==> src/rtl/mnist_pkg.sv <==
// mnist_pkg: shared logit/layer dimensions and the inference FSM state encoding
package mnist_pkg;
  localparam int LOGIT_W = 32;
  localparam int N_CLASSES = 10;
  localparam int FC1_IN = 784;
  localparam int FC1_OUT = 32;
  localparam int FC2_IN = FC1_OUT;
  localparam int FC2_OUT = N_CLASSES;
  typedef enum logic [2:0] {S_IDLE, S_FC1, S_FC2, S_ARG, S_DONE, S_ABORT} state_t;
endpackage

==> src/rtl/mnist_infer_sequencer_if.sv <==
// mnist_infer_sequencer_if: fc1/fc2 start-done pulses and the 1-cycle logit read port (master = sequencer, slave = layers/logit memory)
interface mnist_infer_sequencer_if import mnist_pkg::*; #(parameter int OUT_DIM = N_CLASSES);
  logic fc1_start, fc1_done, fc2_start, fc2_done;
  logic [$clog2(OUT_DIM)-1:0] l_addr;
  logic signed [LOGIT_W-1:0] l_data;
  modport master(output fc1_start, fc2_start, l_addr, input fc1_done, fc2_done, l_data);
  modport slave(input fc1_start, fc2_start, l_addr, output fc1_done, fc2_done, l_data);
endinterface

==> src/rtl/argmax_scan.sv <==
// argmax_scan: on start sweeps l_addr 0..OUT_DIM-1, compares returned logits (signed, strict >) and reports the lowest max index on idx; done marks the last compare
module argmax_scan import mnist_pkg::*; #(
  parameter int OUT_DIM = N_CLASSES,
  localparam int AW = $clog2(OUT_DIM)
) (
  input  logic clk,
  input  logic rst,
  input  logic start,
  output logic done,
  output logic [AW-1:0] l_addr,
  output logic [AW-1:0] idx,
  input  logic signed [LOGIT_W-1:0] l_data
);
  localparam logic [AW-1:0] LAST = AW'(OUT_DIM - 1);
  logic issue, vld;
  logic [AW-1:0] cidx;
  logic signed [LOGIT_W-1:0] best;
  assign done = vld && cidx == LAST;
  always_ff @(posedge clk) begin
    if (rst) begin
      issue <= 1'b0;
      vld <= 1'b0;
      l_addr <= '0;
      cidx <= '0;
      best <= '0;
      idx <= '0;
    end else if (start) begin
      issue <= 1'b1;
      vld <= 1'b0;
      l_addr <= '0;
    end else begin
      issue <= issue && l_addr != LAST;
      vld <= issue;
      cidx <= l_addr;
      if (issue) l_addr <= l_addr == LAST ? '0 : l_addr + 1'b1;
      if (vld && (cidx == '0 || l_data > best)) begin
        best <= l_data;
        idx <= cidx;
      end
    end
  end
endmodule

==> src/rtl/mnist_infer_sequencer.sv <==
// mnist_infer_sequencer: start -> fc1 -> fc2 -> argmax -> done (pred_class, err, cycles), with a per-layer watchdog abort and saturating cycle count
module mnist_infer_sequencer import mnist_pkg::*; #(
  parameter int OUT_DIM = N_CLASSES,
  parameter int TIMEOUT_CYC = 65535,
  parameter int CNT_W = 20,
  localparam int AW = $clog2(OUT_DIM),
  localparam int WD_W = $clog2(TIMEOUT_CYC + 1)
) (
  input  logic clk,
  input  logic rst,
  input  logic start,
  output logic busy,
  output logic done,
  output logic err,
  output logic [AW-1:0] pred_class,
  output logic [CNT_W-1:0] cycles,
  mnist_infer_sequencer_if.master lb
);
  state_t state;
  logic fc1_start, fc2_start, scan_done, timeout;
  logic [AW-1:0] l_addr, scan_idx;
  logic [CNT_W-1:0] cnt, cnt_nxt;
  logic [WD_W-1:0] wd;
  assign lb.fc1_start = fc1_start;
  assign lb.fc2_start = fc2_start;
  assign lb.l_addr = l_addr;
  assign cnt_nxt = &cnt ? cnt : cnt + 1'b1;
  assign timeout = wd == WD_W'(TIMEOUT_CYC - 1);
  argmax_scan #(.OUT_DIM(OUT_DIM)) u_scan (
    .clk(clk),
    .rst(rst),
    .start(state == S_FC2 && lb.fc2_done),
    .done(scan_done),
    .l_addr(l_addr),
    .idx(scan_idx),
    .l_data(lb.l_data)
  );
  always_ff @(posedge clk) begin
    if (rst) begin
      state <= S_IDLE;
      busy <= 1'b0;
      done <= 1'b0;
      err <= 1'b0;
      pred_class <= '0;
      cycles <= '0;
      cnt <= '0;
      wd <= '0;
      fc1_start <= 1'b0;
      fc2_start <= 1'b0;
    end else begin
      done <= 1'b0;
      fc1_start <= 1'b0;
      fc2_start <= 1'b0;
      wd <= wd + 1'b1;
      if (busy) cnt <= cnt_nxt;
      case (state)
        S_IDLE: if (start) begin
          state <= S_FC1;
          fc1_start <= 1'b1;
          busy <= 1'b1;
          err <= 1'b0;
          cnt <= '0;
          wd <= '0;
        end
        S_FC1: if (lb.fc1_done) begin
          state <= S_FC2;
          fc2_start <= 1'b1;
          wd <= '0;
        end else if (timeout) state <= S_ABORT;
        S_FC2: state <= lb.fc2_done ? S_ARG : timeout ? S_ABORT : S_FC2;
        S_ARG: if (scan_done) state <= S_DONE;
        S_DONE, S_ABORT: begin
          state <= S_IDLE;
          done <= 1'b1;
          busy <= 1'b0;
          cycles <= cnt_nxt;
          if (state == S_ABORT) err <= 1'b1;
          else pred_class <= scan_idx;
        end
        default: state <= S_IDLE;
      endcase
    end
  end
endmodule
==> src/flat_wrapper.sv <==
// flat-port wrapper written by rule: the top's interface ports become plain ports
module mnist_infer_sequencer_flat import mnist_pkg::*;
#(
  parameter int OUT_DIM = N_CLASSES,
  parameter int TIMEOUT_CYC = 65535,
  parameter int CNT_W = 20,
  localparam int AW = $clog2(OUT_DIM),
  localparam int WD_W = $clog2(TIMEOUT_CYC + 1)
)
  (clk, rst, start, busy, done, err, pred_class, cycles, lb_fc1_start, lb_fc2_start, lb_l_addr, lb_fc1_done, lb_fc2_done, lb_l_data);
  mnist_infer_sequencer_if #(.OUT_DIM(OUT_DIM)) lb_i ();
  input  logic clk;
  input  logic rst;
  input  logic start;
  output logic busy;
  output logic done;
  output logic err;
  output logic [AW-1:0] pred_class;
  output logic [CNT_W-1:0] cycles;
  output wire logic [$bits(lb_i.fc1_start)-1:0] lb_fc1_start;
  output wire logic [$bits(lb_i.fc2_start)-1:0] lb_fc2_start;
  output wire logic [$bits(lb_i.l_addr)-1:0] lb_l_addr;
  input wire logic [$bits(lb_i.fc1_done)-1:0] lb_fc1_done;
  input wire logic [$bits(lb_i.fc2_done)-1:0] lb_fc2_done;
  input wire logic [$bits(lb_i.l_data)-1:0] lb_l_data;
  assign lb_fc1_start = lb_i.fc1_start;
  assign lb_fc2_start = lb_i.fc2_start;
  assign lb_l_addr = lb_i.l_addr;
  assign lb_i.fc1_done = lb_fc1_done;
  assign lb_i.fc2_done = lb_fc2_done;
  assign lb_i.l_data = lb_l_data;
  mnist_infer_sequencer #(.OUT_DIM(OUT_DIM), .TIMEOUT_CYC(TIMEOUT_CYC), .CNT_W(CNT_W)) u_core (.clk(clk), .rst(rst), .start(start), .busy(busy), .done(done), .err(err), .pred_class(pred_class), .cycles(cycles), .lb(lb_i));
endmodule
==> config.mk <==
export PLATFORM = sky130hd
export DESIGN_NAME = mnist_infer_sequencer_flat
export DESIGN_NICKNAME = d
export VERILOG_FILES = /design/src/rtl/mnist_pkg.sv /design/src/rtl/mnist_infer_sequencer_if.sv /design/src/rtl/argmax_scan.sv /design/src/rtl/mnist_infer_sequencer.sv /design/src/flat_wrapper.sv
export SDC_FILE = /design/constraint.sdc
export NUM_CORES = 1
export LEC_CHECK = 0
export ABC_CLOCK_PERIOD_IN_PS = 2800
export CORE_ASPECT_RATIO = 0.6
export CORE_MARGIN = 5
export CORE_UTILIZATION = 51
export DETAILED_ROUTE_END_ITERATION = 7
export PLACE_DENSITY = 0.76
export RECOVER_POWER = 50
export SETUP_SLACK_MARGIN = 0.5
export SLEW_MARGIN = 20
export SYNTH_ARGS = -nofsm -noshare
export SYNTH_HDL_FRONTEND = slang
export SYNTH_HIERARCHICAL = 1
export SYNTH_SLANG_ARGS = --single-unit
==> constraint.sdc <==
create_clock -name clk -period 2.8 [get_ports clk]
set_input_delay 0.56 -clock clk [delete_from_list [all_inputs] [get_ports clk]]
set_output_delay 0.56 -clock clk [all_outputs]
set_load 0.1 [all_outputs]
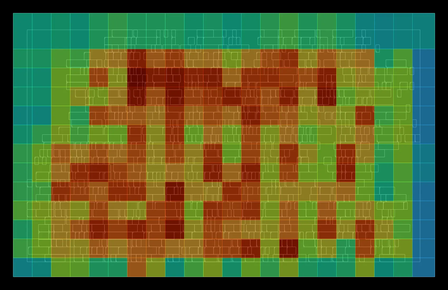
congestion.png
met3 Use GR: 7.82%
GRT Total Usage: 26.1%
M1 GR Usage: 35.9%
Wirelength per Cell: 20.7 µm
layer with the highest usage: met2

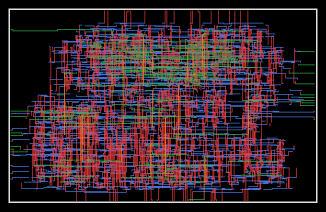
wires.png
Scale: 2 px per µm.
[red] metal 2 | wire length: 9240 µm
[orange] metal 4 | wire length: 484 µm
[green] metal 3 | wire length: 2140 µm
[blue] metal 1 | wire length: 9060 µm
via count: 6489
WL final: 20900 µm

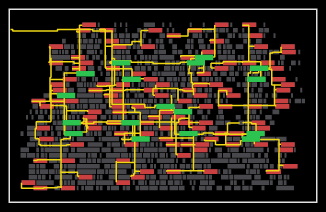
clk_routes.png
Scale: 2 px per µm.
[red] flip-flops | count: 114
[yellow] clock wires | length: 1570 µm
[green] clock drivers | count: 17
routed clock nets: 18
Late-Pin Clk Latency: 0.41 ns
Power Clock: 2.11 mW
Final Skew: 0.0117 ns
clock share of power: 48.2%

==> flow_summary.ini <==
; generated from flow reports
[final_timing]
report.final.slew_viol_count = 0
finalCritPeriodShare_pct = 95.0
fin_ws_ns = 0.141
setup-tns-final_ns = 0
min_period_ns = 2.66
hold_viol_final = 0
rsz0062_at_grt = true
finalSetupViolations = 0

[finish]
lay_top_count = dfxtp_1
nets = 905
drive_gt1_share_pct = 21.4
fillCellCount = 917
antennaDiodeCount = 0

[worst_setup_path]
cp.buffers_inverters = 2
crit_type = flop to flop
rrSetupSlack_ns = 0.14
critPathCaptureType = flop
worstRegToRegCells = 10
path_cells = inv_2 -> ha_4 -> and2_4 -> a221o_1 -> a221oi_4 -> o21ai_4 -> a31o_4 -> buf_6 -> or3_4 -> a21oi_2
critPathTopFamily = AND-OR/OR-AND gates
worstSetupStartpointType = flop
required_ns = 3.11
critPathMaxStageDelay_ns = 0.36
slowest_stage = a221o_1

[yosys]
synth-seq-cells = 114
synthCells = 744
edf_count = 0
yosys.cell_types.count = 75
top_cells_by_count = dfxtp_1, a21oi_1, or3_1
most_common_cell = dfxtp_1
postSynthAreaPerCell_um2 = 8.41
topCellsByArea = dfxtp_1, ha_1, a21oi_1, or3_1, o21ai_0
syn_nets = 816
async_flop_share_pct = 0

[cts]
clock-sinks = 114
htreeDepth = 4
path_clk_slew_ns = 0.05
cts_tree = done

[status]
outcome = completed

[hold_path]
whs_endpoint = u_core/u_scan/best[26]
hp-class = primary input to flop
whs_path_depth = 3

[placement]
dp_hpwl_um = 12700
portBuffers = 69

[die]
pin_count = 70
rows = 31
dieArea_um2 = 14700
die_height_um = 95.8
## timing repair
item                                    4_1_cts  5_1_grt
cloned                                        5        4
endpoints found under the setup margin       39       44
pin swaps                                    32       38
hold endpoints to repair                      0        0
resized                                      75       78
setup buffers                                 1        2
## logic make-up after synthesis
logic type	share of synthesized area, %
AND/OR/NAND/NOR	23.4
AND-OR/OR-AND	21.5
flip-flops	36.5
buffers and inverters	7.56
adder cells (fa/ha/maj)	7.00
multiplexers	2.24
XOR/XNOR	1.82
## cell type report
cell class                 instances  share of cell area [%]
clock inverter                    11                    1.34
multi-input combinational        531                    48.0
sequential                       114                    27.5
timing repair buffer             121                    13.0
inverter                          48                    2.17
tap                              165                    2.48
clock buffer                      21                    5.54
## metal layers
layer | track usage [%] | vias to the layer above | part of all wire, %
met5 | 0 | - | 0
met4 | 8.30 | 0 | 2.3
met3 | 7.82 | 59 | 10
met2 | 39.8 | 371 | 44
met1 | 35.9 | 3109 | 43
li1 | - | 2950 | -
## through the flow
step           instances  hold WS, ns  utilization, %  instance area [µm²]
6_report            1011        0.445            69.2                 8320
5_1_grt             1011        0.475            69.2                 8320
4_1_cts             1005        0.436            67.1                 8070
3_5_place_dp         967        0.440            59.8                 7200
3_3_place_gp         967        0.442            59.8                 7200
2_1_floorplan        744        0.432               -                 6340
## state kept, by name, summed over array words and instances, names as in the netlist, 3 cells and up
name,count
u_core/u_scan/best,32
u_core/cnt,20
u_core/cycles,20
u_core/wd,16
u_core/pred_class,4
u_core/u_scan/cidx,4
u_core/u_scan/idx,4
u_core/u_scan/l_addr,4
u_core/state,3
## power breakdown
part	switching, mW	internal (mW)	total, mW
registers	0.0248	1.66	1.68
logic	0.365	0.222	0.587
clock network	0.769	1.34	2.11
Power is estimated from default activity; no workload was simulated.
